$ cat config.mk
export PLATFORM = sky130hd
export DESIGN_NAME = cart_01_mmc1_flat
export DESIGN_NICKNAME = d
export VERILOG_FILES = /design/src/rtl/cart_01_mmc1_if.sv /design/src/rtl/cart_01_mmc1.sv /design/src/flat_wrapper.sv
export SDC_FILE = /design/constraint.sdc
export NUM_CORES = 1
export LEC_CHECK = 0
export CAP_MARGIN = 20
export CORE_MARGIN = 2
export CORE_UTILIZATION = 49
export CTS_BUF_LIST = sky130_fd_sc_hd__clkbuf_8
export DETAILED_ROUTE_END_ITERATION = 8
export PLACE_DENSITY_LB_ADDON = 0.3
export SETUP_SLACK_MARGIN = 0.15
export SYNTH_ARGS = -nofsm -noshare
export SYNTH_HDL_FRONTEND = slang
export SYNTH_SLANG_ARGS = --single-unit
export TNS_END_PERCENT = 30
$ cat constraint.sdc
create_clock -name clk_sys -period 4.8 [get_ports clk_sys]
set_clock_uncertainty 0.2 [all_clocks]
set_input_delay 0.96 -clock clk_sys [delete_from_list [all_inputs] [get_ports clk_sys]]
set_output_delay 0.96 -clock clk_sys [all_outputs]
set_load 0.005 [all_outputs]
$ cat src/rtl/cart_01_mmc1_if.sv
// CPU/PPU-side bus of the MMC1 mapper core: console reset hand-off, PRG and CHR
// address/control in, banked memory addresses and CIRAM controls out.
interface cart_01_mmc1_if #(
   parameter int PRG_BANKS_LOG2 = 4,
   parameter int CHR_BANKS_LOG2 = 5
);
   logic                         init_done;
   logic                         rst_out;
   logic                         prg_nce_in;
   logic [14:0]                  prg_a_in;
   logic                         prg_r_nw_in;
   logic [7:0]                   prg_d_in;
   logic                         wram_sel_in;
   logic [13:0]                  chr_a_in;
   logic                         chr_r_nw_in;
   logic [13+PRG_BANKS_LOG2:0]   prg_addr_out;
   logic                         prg_req_out;
   logic                         wram_ce_out;
   logic [11+CHR_BANKS_LOG2:0]   chr_addr_out;
   logic                         chr_we_out;
   logic                         ciram_nce_out;
   logic                         ciram_a10_out;

   modport master (
      output init_done, prg_nce_in, prg_a_in, prg_r_nw_in, prg_d_in,
             wram_sel_in, chr_a_in, chr_r_nw_in,
      input  rst_out, prg_addr_out, prg_req_out, wram_ce_out, chr_addr_out,
             chr_we_out, ciram_nce_out, ciram_a10_out
   );

   modport slave (
      input  init_done, prg_nce_in, prg_a_in, prg_r_nw_in, prg_d_in,
             wram_sel_in, chr_a_in, chr_r_nw_in,
      output rst_out, prg_addr_out, prg_req_out, wram_ce_out, chr_addr_out,
             chr_we_out, ciram_nce_out, ciram_a10_out
   );
endinterface

$ cat src/rtl/cart_01_mmc1.sv
// MMC1 (mapper 01) banking core: serial register loader, PRG/CHR bank translation,
// PRG fetch request generation and CIRAM mirroring control.
module cart_01_mmc1 #(
   parameter int PRG_BANKS_LOG2 = 4,
   parameter int CHR_BANKS_LOG2 = 5,
   parameter int CHR_RAM        = 0
) (
   input  logic           clk_sys,
   input  logic           rst,
   cart_01_mmc1_if.slave  bus
);
   localparam int PW = PRG_BANKS_LOG2;
   localparam int CW = CHR_BANKS_LOG2;
   localparam int PA = 14 + PW;

   logic [4:0]    shift_reg;
   logic [4:0]    control;
   logic [4:0]    chr0;
   logic [4:0]    chr1;
   logic [4:0]    prg;
   logic          wr_arm;
   logic          first_cycle;
   logic          prg_req;
   logic          rst_hold;
   logic [PA-1:0] prev_addr;
   logic [PA-1:0] prg_addr;

   logic          wc;
   logic          accept;
   logic [4:0]    shift_value;
   logic          a14;
   logic          a12;
   logic [PW-1:0] prg_b;
   logic [PW-1:0] prg_bank32;
   logic [PW-1:0] prg_bank;
   logic [CW-1:0] c0;
   logic [CW-1:0] c1;
   logic [CW-1:0] chr_bank8;
   logic [CW-1:0] chr_bank;
   logic          ciram_a10;
   logic          unused_ok;

   // Only the first edge of a (possibly multi-cycle) CPU write is accepted.
   assign wc          = ~bus.prg_nce_in & ~bus.prg_r_nw_in;
   assign accept      = wc & ~wr_arm;
   assign shift_value = {bus.prg_d_in[0], shift_reg[4:1]};

   assign a14   = bus.prg_a_in[14];
   assign a12   = bus.chr_a_in[12];
   assign prg_b = prg[PW-1:0];
   assign c0    = chr0[CW-1:0];
   assign c1    = chr1[CW-1:0];

   // 32KB / 8KB modes ignore the bank LSB and use the address bit instead.
   generate
      if (PW > 1) begin : g_prg32
         assign prg_bank32 = {prg_b[PW-1:1], a14};
      end else begin : g_prg32_min
         assign prg_bank32 = a14;
      end
      if (CW > 1) begin : g_chr8
         assign chr_bank8 = {c0[CW-1:1], a12};
      end else begin : g_chr8_min
         assign chr_bank8 = a12;
      end
   endgenerate

   always_comb begin
      prg_bank = prg_bank32;
      case (control[3:2])
         2'b10:   prg_bank = a14 ? prg_b : '0;
         2'b11:   prg_bank = a14 ? '1 : prg_b;
         default: prg_bank = prg_bank32;
      endcase
   end

   always_comb begin
      chr_bank = chr_bank8;
      if (control[4]) begin
         chr_bank = a12 ? c1 : c0;
      end
   end

   always_comb begin
      ciram_a10 = 1'b0;
      case (control[1:0])
         2'b00:   ciram_a10 = 1'b0;
         2'b01:   ciram_a10 = 1'b1;
         2'b10:   ciram_a10 = bus.chr_a_in[10];
         default: ciram_a10 = bus.chr_a_in[11];
      endcase
   end

   assign prg_addr = {prg_bank, bus.prg_a_in[13:0]};

   always_ff @(posedge clk_sys or posedge rst) begin
      if (rst) begin
         shift_reg   <= 5'b10000;
         control     <= 5'b01100;
         chr0        <= '0;
         chr1        <= '0;
         prg         <= '0;
         wr_arm      <= 1'b0;
         first_cycle <= 1'b1;
         prev_addr   <= '1;
         prg_req     <= 1'b0;
         rst_hold    <= 1'b1;
      end else begin
         wr_arm      <= wc;
         first_cycle <= 1'b0;
         prev_addr   <= prg_addr;
         // Any change of the banked address, including a bank switch under a
         // stable CPU address, triggers a fresh fetch.
         prg_req     <= first_cycle | (prg_addr != prev_addr);
         if (bus.init_done) begin
            rst_hold <= 1'b0;
         end
         if (accept) begin
            if (bus.prg_d_in[7]) begin
               shift_reg    <= 5'b10000;
               control[3:2] <= 2'b11;
            end else if (!shift_reg[0]) begin
               shift_reg <= shift_value;
            end else begin
               shift_reg <= 5'b10000;
               case (bus.prg_a_in[14:13])
                  2'b00:   control <= shift_value;
                  2'b01:   chr0    <= shift_value;
                  2'b10:   chr1    <= shift_value;
                  default: prg     <= shift_value;
               endcase
            end
         end
      end
   end

   assign bus.rst_out       = rst_hold;
   assign bus.prg_addr_out  = prg_addr;
   assign bus.prg_req_out   = prg_req;
   assign bus.wram_ce_out   = bus.wram_sel_in & ~prg[4];
   assign bus.chr_addr_out  = {chr_bank, bus.chr_a_in[11:0]};
   assign bus.chr_we_out    = (CHR_RAM != 0) & ~bus.chr_r_nw_in & ~bus.chr_a_in[13];
   assign bus.ciram_nce_out = ~bus.chr_a_in[13];
   assign bus.ciram_a10_out = ciram_a10;

   assign unused_ok = ^{bus.prg_d_in[6:1], prg, chr0, chr1};
endmodule

$ cat src/flat_wrapper.sv
// flat-port wrapper written by rule: the top's interface ports become plain ports
module cart_01_mmc1_flat 
#(
   parameter int PRG_BANKS_LOG2 = 4,
   parameter int CHR_BANKS_LOG2 = 5,
   parameter int CHR_RAM        = 0
)
  (clk_sys, rst, bus_init_done, bus_prg_nce_in, bus_prg_a_in, bus_prg_r_nw_in, bus_prg_d_in, bus_wram_sel_in, bus_chr_a_in, bus_chr_r_nw_in, bus_rst_out, bus_prg_addr_out, bus_prg_req_out, bus_wram_ce_out, bus_chr_addr_out, bus_chr_we_out, bus_ciram_nce_out, bus_ciram_a10_out);
  cart_01_mmc1_if #(.PRG_BANKS_LOG2(PRG_BANKS_LOG2), .CHR_BANKS_LOG2(CHR_BANKS_LOG2)) bus_i ();
  input  logic clk_sys;
  input  logic rst;
  input wire logic [$bits(bus_i.init_done)-1:0] bus_init_done;
  input wire logic [$bits(bus_i.prg_nce_in)-1:0] bus_prg_nce_in;
  input wire logic [$bits(bus_i.prg_a_in)-1:0] bus_prg_a_in;
  input wire logic [$bits(bus_i.prg_r_nw_in)-1:0] bus_prg_r_nw_in;
  input wire logic [$bits(bus_i.prg_d_in)-1:0] bus_prg_d_in;
  input wire logic [$bits(bus_i.wram_sel_in)-1:0] bus_wram_sel_in;
  input wire logic [$bits(bus_i.chr_a_in)-1:0] bus_chr_a_in;
  input wire logic [$bits(bus_i.chr_r_nw_in)-1:0] bus_chr_r_nw_in;
  output wire logic [$bits(bus_i.rst_out)-1:0] bus_rst_out;
  output wire logic [$bits(bus_i.prg_addr_out)-1:0] bus_prg_addr_out;
  output wire logic [$bits(bus_i.prg_req_out)-1:0] bus_prg_req_out;
  output wire logic [$bits(bus_i.wram_ce_out)-1:0] bus_wram_ce_out;
  output wire logic [$bits(bus_i.chr_addr_out)-1:0] bus_chr_addr_out;
  output wire logic [$bits(bus_i.chr_we_out)-1:0] bus_chr_we_out;
  output wire logic [$bits(bus_i.ciram_nce_out)-1:0] bus_ciram_nce_out;
  output wire logic [$bits(bus_i.ciram_a10_out)-1:0] bus_ciram_a10_out;
  assign bus_i.init_done = bus_init_done;
  assign bus_i.prg_nce_in = bus_prg_nce_in;
  assign bus_i.prg_a_in = bus_prg_a_in;
  assign bus_i.prg_r_nw_in = bus_prg_r_nw_in;
  assign bus_i.prg_d_in = bus_prg_d_in;
  assign bus_i.wram_sel_in = bus_wram_sel_in;
  assign bus_i.chr_a_in = bus_chr_a_in;
  assign bus_i.chr_r_nw_in = bus_chr_r_nw_in;
  assign bus_rst_out = bus_i.rst_out;
  assign bus_prg_addr_out = bus_i.prg_addr_out;
  assign bus_prg_req_out = bus_i.prg_req_out;
  assign bus_wram_ce_out = bus_i.wram_ce_out;
  assign bus_chr_addr_out = bus_i.chr_addr_out;
  assign bus_chr_we_out = bus_i.chr_we_out;
  assign bus_ciram_nce_out = bus_i.ciram_nce_out;
  assign bus_ciram_a10_out = bus_i.ciram_a10_out;
  cart_01_mmc1 #(.PRG_BANKS_LOG2(PRG_BANKS_LOG2), .CHR_BANKS_LOG2(CHR_BANKS_LOG2), .CHR_RAM(CHR_RAM)) u_core (.clk_sys(clk_sys), .rst(rst), .bus(bus_i));
endmodule
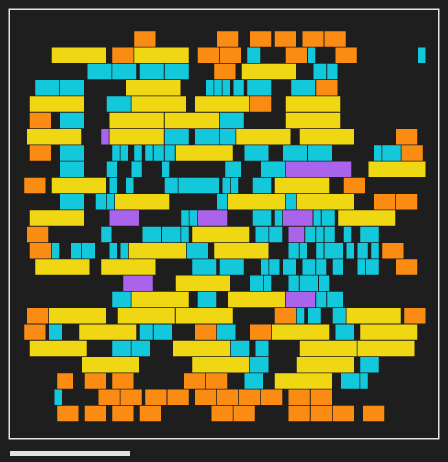
Run 1: cells colored by class
Bar = 20 µm.
other buffers and delay cells: in orange, cells 57. flip-flops: in yellow, cells 47. all other logic: in cyan, cells 120. clock drivers and dummy loads: in purple, cells 8.
Core Util, Final: 63.01%
Seq area share: 43.61%
FP Rows: 24
core area: 4384 µm²

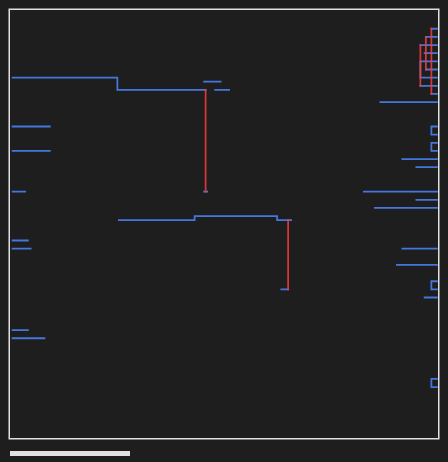
Run 1: routed metal, one color a layer
Bar = 20 µm. Only two layers are drawn.
met3: in blue, wire length 192 µm. met4: in red, wire length 51.7 µm.

==> flow_summary_export.csv, run 1 <==
group,metric,value,unit
cells_and_area,fill_cells,349,
clock_tree,cts_tree,"yes",
sta,hold_ws,285.9,ps
sta,timing.final.ws_setup,1112,ps
yosys,ys_cells,195,
sta,finalClockPeriodUsage,76.84,%
clock_tree,h-tree-depth,2,
drt,drt-wirelength-per-cell,13.28,µm
yosys,synth.largest_area_cell,"dfstp_2",
floorplanning,die_h,71.48,µm
yosys,async_flop_share,100.0,%
power,power-top-group,"registers",
power,cellPowerDensity,296.4,nW/µm²
placement,hpwl,2.819,mm
global_routing,antenna_found_initial,0,
clock_tree,clkTransAtPathRegs,80,ps
global_routing,met1_usage,21.57,%
drt,routed.top_layer,"met4",
floorplanning,dieWidth,71.48,µm
cells_and_area,largest_register_ffs,18,
floorplanning,fp_util,50.88,%
clock_tree,cts_buffers,5,
run_status,status,"completed",
drt,drt_pass1_iterations,4,
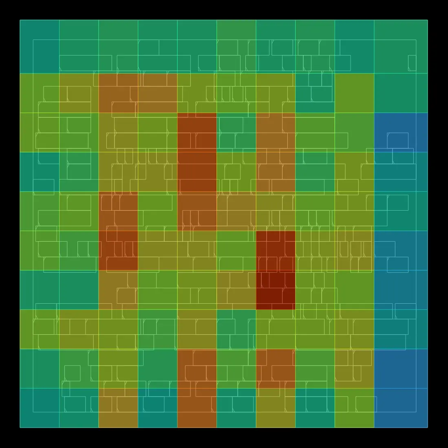
Run 1: routing congestion
most used routing layer: met2
GRT Resource Usage Total: 15.42%

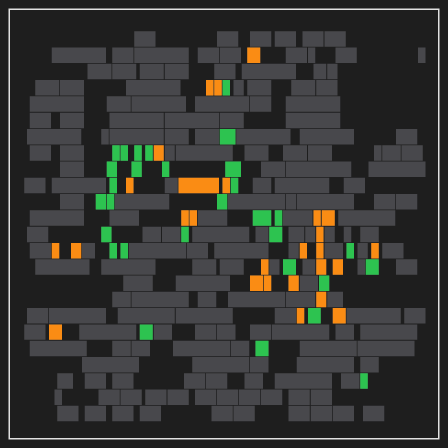
Run 1: selected gate families
NOR gates: in orange, cells 27, most used nor2_1. NAND gates: in green, cells 30, most used nand2_1.

--- run 2 (diff from run 1) ---
--- a/config.mk
+++ b/config.mk
@@ -7,7 +7,7 @@
 export LEC_CHECK = 0
 export CAP_MARGIN = 20
 export CORE_MARGIN = 2
-export CORE_UTILIZATION = 49
+export CORE_UTILIZATION = 45
 export CTS_BUF_LIST = sky130_fd_sc_hd__clkbuf_8
 export DETAILED_ROUTE_END_ITERATION = 8
 export PLACE_DENSITY_LB_ADDON = 0.3
==> constraint.sdc (replaced) <==
create_clock -name clk_sys -period 3.5 [get_ports clk_sys]
set_clock_uncertainty 0.2 [all_clocks]
set_input_delay 0.7 -clock clk_sys [delete_from_list [all_inputs] [get_ports clk_sys]]
set_output_delay 0.7 -clock clk_sys [all_outputs]
set_load 0.005 [all_outputs]
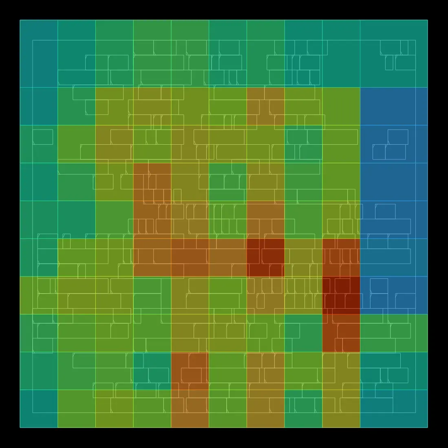
Run 2: routing congestion
met1 Use GR: 20.98%
met2 GRT Util: 25.27%
GRT Resource Usage Total: 15.72%
grt met3 use: 3.117%

==> flow_summary_export.csv, run 2 <==
group,metric,value,unit
yosys,synth_flop_count,47,
yosys,synth.largest_area_cell,"dfstp_2",
worst_setup_path,critPathLaunchType,"input port",
power,cellPowerDensity,387.3,nW/µm²
cells_and_area,clock_buffers,6,
run_status,status,"completed",
clock_tree,insertion_delay,290,ps
yosys,top_logic_kind,"simple AND/OR/NAND/NOR gates",
global_routing,antenna_found_initial,0,
clock_tree,h-tree-depth,2,
worst_setup_path,crit_fanout,14,
floorplanning,core-area,4755,µm²
power,power-top-group,"registers",
sta,timing.final.ws_setup,324.9,ps
clock_tree,cts_setup_buffers,0,
cells_and_area,largest_register_ffs,18,
clock_tree,cts_buffers,5,
power,pwr-share-seq,55.9,%
floorplanning,std_cell_rows,25,
cells_and_area,fill_cells,406,
yosys,ys_cells,195,
yosys,synth_top_area_share,27.09,%
worst_setup_path,cp_top_family,"buffers and inverters",
global_routing,grt-busiest-layer,"met2",
clock_tree,clkTransAtPathRegs,80,ps
sta,max-slew-margin-rel,65.00,%
sta,hold_ws,286.7,ps
floorplanning,die_h,74.41,µm
cells_and_area,clk_share,3.297,%
sta,finalClockPeriodUsage,90.72,%
floorplanning,fp_util,46.92,%
floorplanning,dieWidth,74.41,µm
cells_and_area,seqAreaFraction,43.50,%
cells_and_area,flop_area,1205,µm²
drt,drt-wirelength-per-cell,13.32,µm
drt,routed.top_layer,"met4",
cells_and_area,fin_area,2770,µm²
cells_and_area,combGateArea,799.5,µm²
drt,drt_pass1_iterations,4,
clock_tree,cts_tree,"yes",
yosys,async_flop_share,100.0,%
drt,vias,1443,
worst_setup_path,cp_num_buf_inv,2,
cells_and_area,fin_util,58.26,%
--- run 3 (diff from run 2) ---
--- a/config.mk
+++ b/config.mk
@@ -6,6 +6,7 @@
 export NUM_CORES = 1
 export LEC_CHECK = 0
 export CAP_MARGIN = 20
+export CORE_ASPECT_RATIO = 1.75
 export CORE_MARGIN = 2
 export CORE_UTILIZATION = 45
 export CTS_BUF_LIST = sky130_fd_sc_hd__clkbuf_8
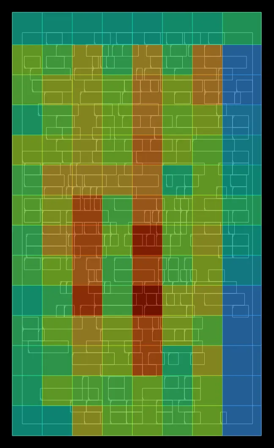
Run 3: routing congestion
Core Util, Final: 58.26%
grt met3 use: 3.063%

==> flow_summary_export.csv, run 3 <==
group,metric,value,unit
sta,finalClockPeriodUsage,91.03,%
global_routing,grt-busiest-layer,"met2",
yosys,synth_flop_count,47,
floorplanning,core-area,4748,µm²
clock_tree,cts_buffers,5,
run_status,status,"completed",
floorplanning,dieWidth,57.23,µm
sta,timing.final.ws_setup,313.8,ps
cells_and_area,largest_register_ffs,18,
cells_and_area,seqAreaFraction,43.56,%
power,cellPowerDensity,420.1,nW/µm²
drt,drt_pass1_iterations,4,
yosys,synth.largest_area_cell,"dfstp_2",
sta,hold_ws,284.7,ps
global_routing,grt_util_met2,25.38,%
clock_tree,insertion_delay,300,ps
power,power-top-group,"registers",
cells_and_area,flop_area,1205,µm²
drt,drt-wirelength-per-cell,14.13,µm
global_routing,grtUsageTotal,15.32,%
clock_tree,clkTransAtPathRegs,80,ps
floorplanning,fp_util,46.98,%
yosys,async_flop_share,100.0,%
worst_setup_path,critPathLaunchType,"input port",
worst_setup_path,crit_fanout,14,
clock_tree,cts_setup_buffers,0,
yosys,synth_top_area_share,27.09,%
sta,max-slew-margin-rel,36.79,%
No activity file was given, so power comes from the tool's default toggle rates.
